==> config.mk <==
export PLATFORM = sky130hd
export DESIGN_NAME = imem_loader
export DESIGN_NICKNAME = d
export VERILOG_FILES = /design/src/rtl/imem_loader.sv
export SDC_FILE = /design/constraint.sdc
export NUM_CORES = 1
export LEC_CHECK = 0
export CAP_MARGIN = 20
export CORE_AREA = 2 2 142 75
export DETAILED_ROUTE_END_ITERATION = 10
export DIE_AREA = 0 0 144 77
export GPL_TIMING_DRIVEN = 0
export PLACE_DENSITY_LB_ADDON = 0.15
export SYNTH_ARGS = -nofsm -noshare
export SYNTH_HDL_FRONTEND = slang
export SYNTH_SLANG_ARGS = --single-unit
==> constraint.sdc <==
create_clock -name clk -period 5.57 [get_ports clk]
set_clock_uncertainty 0.2 [all_clocks]
set_input_delay 0.557 -clock clk [delete_from_list [all_inputs] [get_ports clk]]
set_output_delay 0.557 -clock clk [all_outputs]
set_load 0.01 [all_outputs]
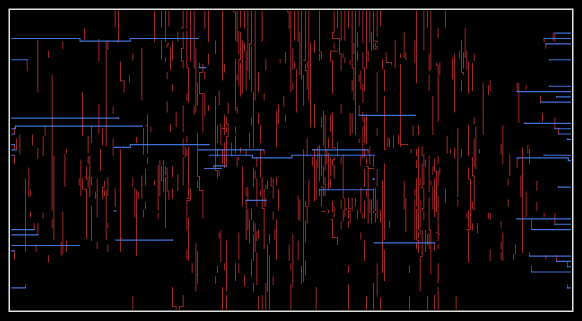
(images/metal_stack.png)
Two of the layers only.
met2 -> red  # wire length 3160 um
met3 -> blue  # wire length 473 um
average wire per standard cell: 15.2 um
final wirelength: 8300 um
GR Util All Layers: 15.9%
routed vias: 2500

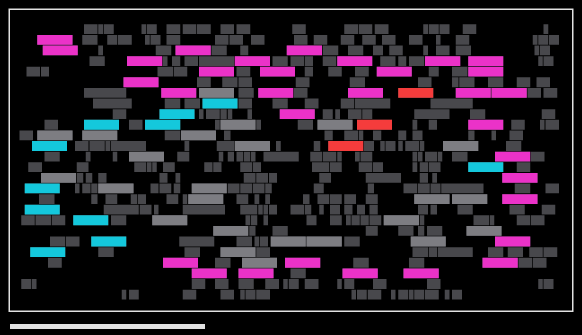
(images/registers.png)
Scale bar: 50 um. Other sequential cells in the stronger gray, the rest of the logic in the fainter gray.
mem_write_data -> magenta  # flops 32, where spread over the die
mem_write_addr -> cyan  # flops 11, where left middle
state_q -> red  # flops 3
not colored = 24
Reg area: 0.00175 sq mm
flop share of the area: 36.3%
Power Sequential: 759 uW

==> impl_metrics.env <==
# yosys + openroad results
export IMPL_met3WireLength_um=472
export IMPL_seq_cells=70
export IMPL_grtUsageMet3_pct=5.37
export IMPL_comb_area_sq_mm=0.00145
export IMPL_grt_max_degree=60
export IMPL_r2r_cells=9
export IMPL_cts_made_buffers=9
export IMPL_dp_cells=529
export IMPL_netSwitchingFraction_pct=26.8
export IMPL_fin_crit_sh_pct=61.1
export IMPL_cts_root_buf="clkbuf_16"
export IMPL_num_nonclk_inverters=9
export IMPL_clock_sinks=70
export IMPL_setup_tns_ps=0
export IMPL_netlist_area_sq_mm=0.00336
export IMPL_hold_violations=0
export IMPL_num_multi_input_gates=195
export IMPL_largest_class="flip-flops and latches"
export IMPL_hpwl_um=6290
export IMPL_tightest_slew_ps=656
export IMPL_status="complete, no violations"
export IMPL_hold_ws_ps=281
export IMPL_postCtsHoldBufs=0
export IMPL_vias_per_cell=4.59
export IMPL_buffers=115
export IMPL_clkCellAreaFrac_pct=7.66
export IMPL_die_h_um=77
export IMPL_path_delay_family="simple AND/OR/NAND/NOR gates"
Power figures rest on the tool's default switching activity, not on a simulated workload.
